Run 1, placed cells, one colour a class:
Bar = 50 um.
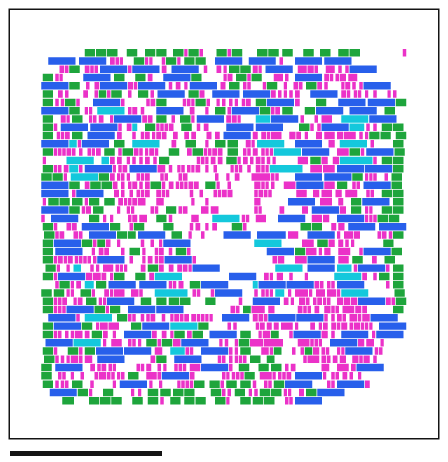
Run 1, signal wires by layer:
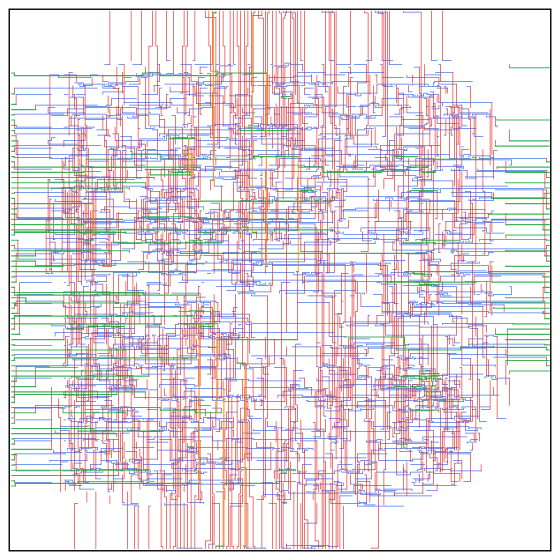
Run 1, floorplan with the power grid:
Bar = 50 um. Pins as bars on the die edge. Tap cells in grey.
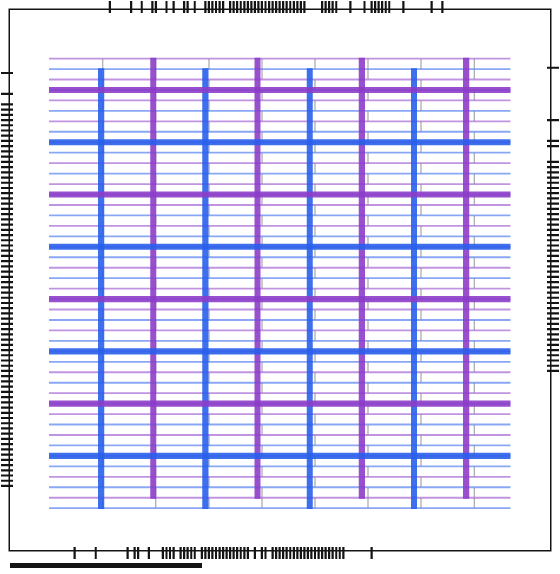
==> config.mk <==
export PLATFORM = sky130hd
export DESIGN_NAME = dmem_wb_stage
export DESIGN_NICKNAME = d
export VERILOG_FILES = /design/src/rtl/dmem_wb_stage.sv
export SDC_FILE = /design/constraint.sdc
export NUM_CORES = 1
export LEC_CHECK = 0
export ABC_AREA = 1
export ABC_CLOCK_PERIOD_IN_PS = 4900
export CAP_MARGIN = 10
export CORE_MARGIN = 10
export CORE_UTILIZATION = 51
export DETAILED_ROUTE_END_ITERATION = 12
export MAX_ROUTING_LAYER = met4
export PLACE_DENSITY_LB_ADDON = 0.25
export SYNTH_ARGS = -nofsm -noshare
export SYNTH_HDL_FRONTEND = slang
export SYNTH_SLANG_ARGS = --single-unit
==> constraint.sdc <==
create_clock -name clk -period 4.9 [get_ports clk]
set_input_delay 0.98 -clock clk [delete_from_list [all_inputs] [get_ports clk]]
set_output_delay 0.98 -clock clk [all_outputs]
set_load 0.01 [all_outputs]
==> impl_metrics.yaml, run 1 <==
# generated from flow reports
global_routing:
  overflow: 0
  antenna_found_initial: 4
  grt_max_degree: 106
  grt_pass1_vias: 7006
  grt_pass1_wl_um: 36900
cells_and_area:
  lay_top_count: "nand2_1"
  area_delta_synth_final_pct: 35.5
  nNonClkBuffers: 234
  final_nets: 1254
  seqCellArea_um2: 3330
  multi_input_comb_cells: 683
  final_cell_mix: "365 x nand2_1, 225 x clkdlybuf4s50_1, 132 x dfrtp_1, 58 x inv_1, 55 x a21oi_1"
  antennaDiodeCount: 4
  drive_above_1_share_pct: 8.11
  final_cell_count_no_fill: 1331
  nClkBuffers: 21
  logic_area_um2: 3270
  inverters: 65
  comb-cell-share_pct: 32.6
  final-clk-cell-share_pct: 6.27
  layout.nonclk_buf_share_pct: 23.2
  top_area_cell_class: "flip-flops and latches"
  final_cell_area_um2: 10000
  fill_cells: 1141
  flop-count: 133
synth:
  synth_warnings: 0
  logic_family: "simple AND/OR/NAND/NOR gates"
  yosys.cell_types.count: 36
  synthCells: 968
  synth-xor-area-share_pct: 0.237
  fa_ha_area_share_pct: 0.507
  synthMostInstantiatedCell: "nand2_1"
  synth.area.top_cells: "dfrtp_1 45%, nand2_1 19%, buf_4 4.4%, a21oi_1 3.7%, nand3_1 3.5%"
  synth_area_leader_cell: "dfrtp_1"
  async_flop_share_pct: 100
  mux_area_share_pct: 0.811
  top_cells_by_count: "365 x nand2_1, 133 x dfrtp_1, 58 x inv_1"
  synth_flop_count: 133
  ys_chip_area_um2: 7400
  postSynthAreaPerCell_um2: 7.65
  top_cell_area_share_pct: 45.0
  synthAoiAreaFrac_pct: 10.7
  netlist_area_um2: 7400
  synthFlopType: "dfrtp_1"
  edf_count: 0
  yosys.area_share.simple_pct: 31.5
  ys_cells: 968
  ys_seq_share_pct: 45.0
pwr:
  power_mw: 4.66
  leakagePower_nw: 4.95
  power.density_nw_per_um2: 464
worst_hold_path:
  hold_depth: 1
  min_path_type: "reg2reg"
sta:
  period_used_pct: 79.5
  finalSetupViolations: 0
  fmax_mhz: 257
  skew_ps: 8.27
  max-slew-margin-rel_pct: 25.6
  drv_slew: 0
  hold_viol_final: 0
  tightest_slew_ps: 1110
  setup_slack_ps: 1010
  period_needed_ps: 3890
  rsz0062_at_grt: "no"
  whs_ps: 477
  tns_ps: 0
job:
  maxCapViolations: 0
  warning_count: 31
setup_path:
  r2r_slack_ps: 2260
  cp_num_cells: 8
  critPathRequiredTime_ps: 3920
  arrival_ps: 2910
  rr_worst_depth: 7
  cp-end-kind: "output port"
  crit_top_cell: "clkdlybuf4s50_1"
  slowest_delay_ps: 570
  cp_slowest_cell: "clkdlybuf4s50_1"
  critPathLaunchType: "input pin"
  worstPathMaxFanout: 3
  crit_path_cell_trace: "clkdlybuf4s50_1 > inv_1 > ha_1 > a21o_1 > a21boi_1 > nand3_4 > nand2_1 > clkdlybuf4s50_1"
  path_delay_family: "buffers and inverters"
  crit_type: "in2out"
  critical_path_buf_inv_count: 3
cts:
  cts_root_buf: "clkbuf_16"
  insertion_delay_ps: 420
  cts_tree: "done"
  cts_hold_buf: 0
  cts_made_buffers: 17
  path_clk_slew_ps: 60
  htree_levels: 4
  cts_setup_buffers: 0
  clockBufferDepth: 2
  cts_resized: 0
  cts_sinks: 133
run_status:
  status: "finished clean"
drt:
  antenna_left: 0
  routed_wl_um: 23300
  viasPerCell: 5.23
  drt_iter0_drc: 514
  firstDrtPassIters: 5
  drc: 0
floorplan:
  die_area_um2: 19700
  tapCellCount: 180
  io_pins: 229
  rows: 43
  initCoreUtil_pct: 52.7
place:
  placed_cells_incl_taps: 1295
  place_area_um2: 9390
  hpwlAfterDp_um: 16700
  io_buffers: 226
  dp_slack_ps: 1010
  place_congestion: 0.907
Notes on 'placed cells, one colour a class' above:
| colour | class | cells | share of their area |
|---|---|---|---|
| blue | flip-flops | 133 | 34% |
| green | other buffers and delay cells | 234 | 24% |
| cyan | clock drivers and dummy loads | 32 | 6.4% |
| magenta | all other logic | 748 | 36% |
flop share of the area: 33.2%
Util after Layout: 71.4%
CORE AREA: 14000 um^2

Notes on 'signal wires by layer' above:
| colour | layer | wire length |
|---|---|---|
| orange | met4 | 373 um |
| green | met3 | 2290 um |
| blue | met1 | 9390 um |
| red | met2 | 11300 um |
DR WL/cell: 17.5 um
global router's overall resource usage: 23.9%
vias: 6957

Notes on 'floorplan with the power grid' above:
| colour | net |
|---|---|
| purple | VDD |
| blue | VSS |
rows: 43
met1 rails: 44
signal pins: 229
Die Width: 140 um
Peak supply drop: 0.000341 V
Die Y: 140 um

-- run 1: metal layers --
| metal | vias to the layer above | track usage [%] | routed length, um |
|---|---|---|---|
| li1 | 3408 | - | - |
| met1 | 3259 | 27.6 | 9390 |
| met2 | 256 | 38.1 | 11300 |
| met3 | 34 | 9.70 | 2290 |
| met4 | 0 | 5.92 | 373 |
| met5 | - | - | 0 |
-- run 1: report_power, final --
group          leakage, nW  internal [mW]  switching [mW]
Combinational         2.95          0.818           0.913
Sequential            1.70           1.36           0.225
Clock                0.301          0.854           0.486
==> run 2, diff against run 1 <==
ABC_CLOCK_PERIOD_IN_PS = 3500   (was 4900)
CORE_UTILIZATION = 43   (was 51)
clock period = 3.5 ns   (was 4.9 ns; I/O delays follow)
==> run 2 against run 1 <==
  * Clock skew about the same
  * Clock-buffer cell count grew 1
  * Via count fell by 0.88%
  * Global-route usage shrank 2.9 points
  * Worst hold slack lost 240 ps
  * Critical endpoint unchanged
  * Worst setup slack lost 860 ps
  * Synthesized area did not move
  * Cell count increased by 3.5%
  * Critical path depth did not move
==> impl_metrics.yaml, run 2 <==
# generated from flow reports
run_status:
  status: "finished clean"
cells_and_area:
  final_nets: 1260
  fin_util_pct: 60.9
  final_cell_mix: "365 x nand2_1, 225 x clkdlybuf4s50_1, 132 x dfrtp_1, 58 x inv_1, 55 x a21oi_1"
  lay_top_count: "nand2_1"
  drive_above_1_share_pct: 8.33
  final_cell_area_um2: 10200
  area_delta_synth_final_pct: 37.3
  final_cell_count_no_fill: 1378
  fill_cells: 1543
setup_path:
  rr_worst_depth: 5
  r2r_slack_ps: 1160
  crit_type: "in2out"
  critPathLaunchType: "input pin"
  arrival_ps: 2650
  critPathRequiredTime_ps: 2800
  cp-end-kind: "output port"
  worstPathMaxFanout: 3
cts:
  cts_made_buffers: 17
  cts_sinks: 133
  cts_hold_buf: 0
  cts_tree: "done"
  path_clk_slew_ps: 60
  cts_setup_buffers: 0
  cts_resized: 0
  clockBufferDepth: 2
  htree_levels: 4
  cts_root_buf: "clkbuf_16"
  insertion_delay_ps: 420
pwr:
  seqPwrFrac_pct: 33.3
  pwr-share-clk_pct: 29.1
  swShare_pct: 34.1
  power.density_nw_per_um2: 645
  p_comb_share_pct: 37.6
  power_mw: 6.55
  p_seq_mw: 2.19
  p_switching_mw: 2.24
  power_leader: "combinational logic"
  p_comb_mw: 2.47
  p_int_mw: 4.32
  p_clk_mw: 1.90
  leakagePower_nw: 4.99
place:
  hpwlAfterDp_um: 17100
  io_buffers: 226
  place_congestion: 0.862
  dp_slack_ps: 164
  placed_cells_incl_taps: 1341
  place_area_um2: 9520
synth:
  yosys.cell_types.count: 36
  async_flop_share_pct: 100
  yosys.area_share.simple_pct: 31.5
  synth_warnings: 0
  netlist_area_um2: 7400
  ys_seq_share_pct: 45.0
  logic_family: "simple AND/OR/NAND/NOR gates"
  synth_flop_count: 133
  fa_ha_area_share_pct: 0.507
  ys_chip_area_um2: 7400
  synthAoiAreaFrac_pct: 10.7
  synthCells: 968
  top_cells_by_count: "365 x nand2_1, 133 x dfrtp_1, 58 x inv_1"
  synthFlopType: "dfrtp_1"
  synth_area_leader_cell: "dfrtp_1"
  top_cell_area_share_pct: 45.0
  ys_cells: 968
  synthMostInstantiatedCell: "nand2_1"
  edf_count: 0
  synth.area.top_cells: "dfrtp_1 45%, nand2_1 19%, buf_4 4.4%, a21oi_1 3.7%, nand3_1 3.5%"
  postSynthAreaPerCell_um2: 7.65
  mux_area_share_pct: 0.811
  synth-xor-area-share_pct: 0.237
worst_hold_path:
  min_path_type: "in2async"
global_routing:
  met1_usage_pct: 26.3
  grt_pass1_vias: 6921
  grt_util_met2_pct: 30.4
  overflow: 0
  grt_use_total_pct: 21.0
  grt_pass1_wl_um: 36800
  gr-usage-met3_pct: 8.77
  antenna_found_initial: 5
  grt-busiest-layer: "met2"
  grt_max_degree: 101
sta:
  finalSetupViolations: 0
  skew_ps: 7.85
  period_needed_ps: 3350
  period_used_pct: 95.7
  hold_viol_final: 0
  rsz0062_at_grt: "no"
  tightest_slew_ps: 1040
  whs_ps: 232
  drv_slew: 0
  tns_ps: 0
  fmax_mhz: 298
  max-slew-margin-rel_pct: 30.6
  setup_slack_ps: 149
drt:
  wl_per_cell_um: 16.9
  viasPerCell: 5.00
  vias: 6896
  drt_iter0_drc: 407
  drc: 0
  antenna_left: 0
  firstDrtPassIters: 7
  routed_wl_um: 23300
floorplan:
  rows: 47
  die_area_um2: 22900
  initCoreUtil_pct: 44.3
  io_pins: 229
job:
  warning_count: 30
  maxCapViolations: 0
-- run 2: cell counts after synthesis --
No cell type changed its count.
-- run 2: final cells by class --
class / count / area (um^2) / area share, %
flip-flops and latches: 133 / 3330 / 32.8
well taps: 220 / 275 / 2.71
clock buffers: 22 / 474 / 4.67
clock inverters: 9 / 150 / 1.48
inverters: 65 / 244 / 2.40
repair buffers: 240 / 2410 / 23.7
diodes: 6 / 15.0 / 0.148
multi-input cells: 683 / 3270 / 32.2
-- run 2: per-layer routing --
layer	share of wire, %	wire, um
met5	0	0
met4	1.6	367
met3	11	2460
met2	45	10500
met1	43	10000
-- run 2: worst max-delay path, cell delays in order --
cell and delay [ps]:
clkdlybuf4s50_1 500, inv_1 70, ha_1 180, a21o_1 200, a21boi_1 230, nand3_4 90, nand2_1 100, clkdlybuf4s50_1 590
Run 2, floorplan with the power grid:
Bar = 50 um. Pins as bars on the die edge. Tap cells in grey.
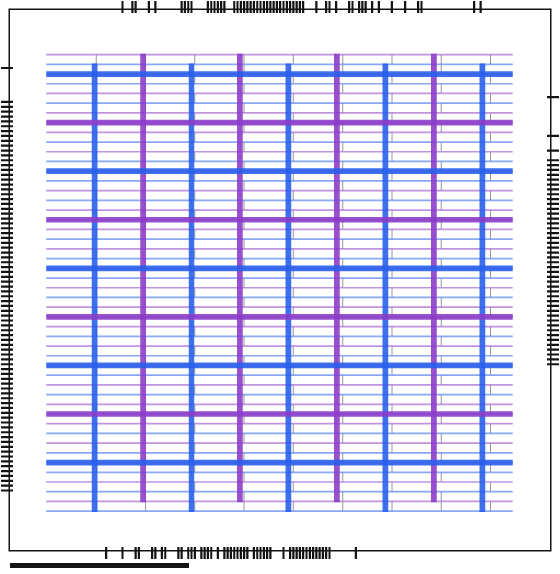
| colour | net |
|---|---|
| purple | VDD |
| blue | VSS |
met4 straps: 9
met1 rails: 48
tap cells: 220
CORE AREA: 16700 um^2
Peak supply drop: 0.000409 V
Die Y: 151 um
Die Width: 151 um

Power figures rest on the tool's default switching activity, not on a simulated workload.
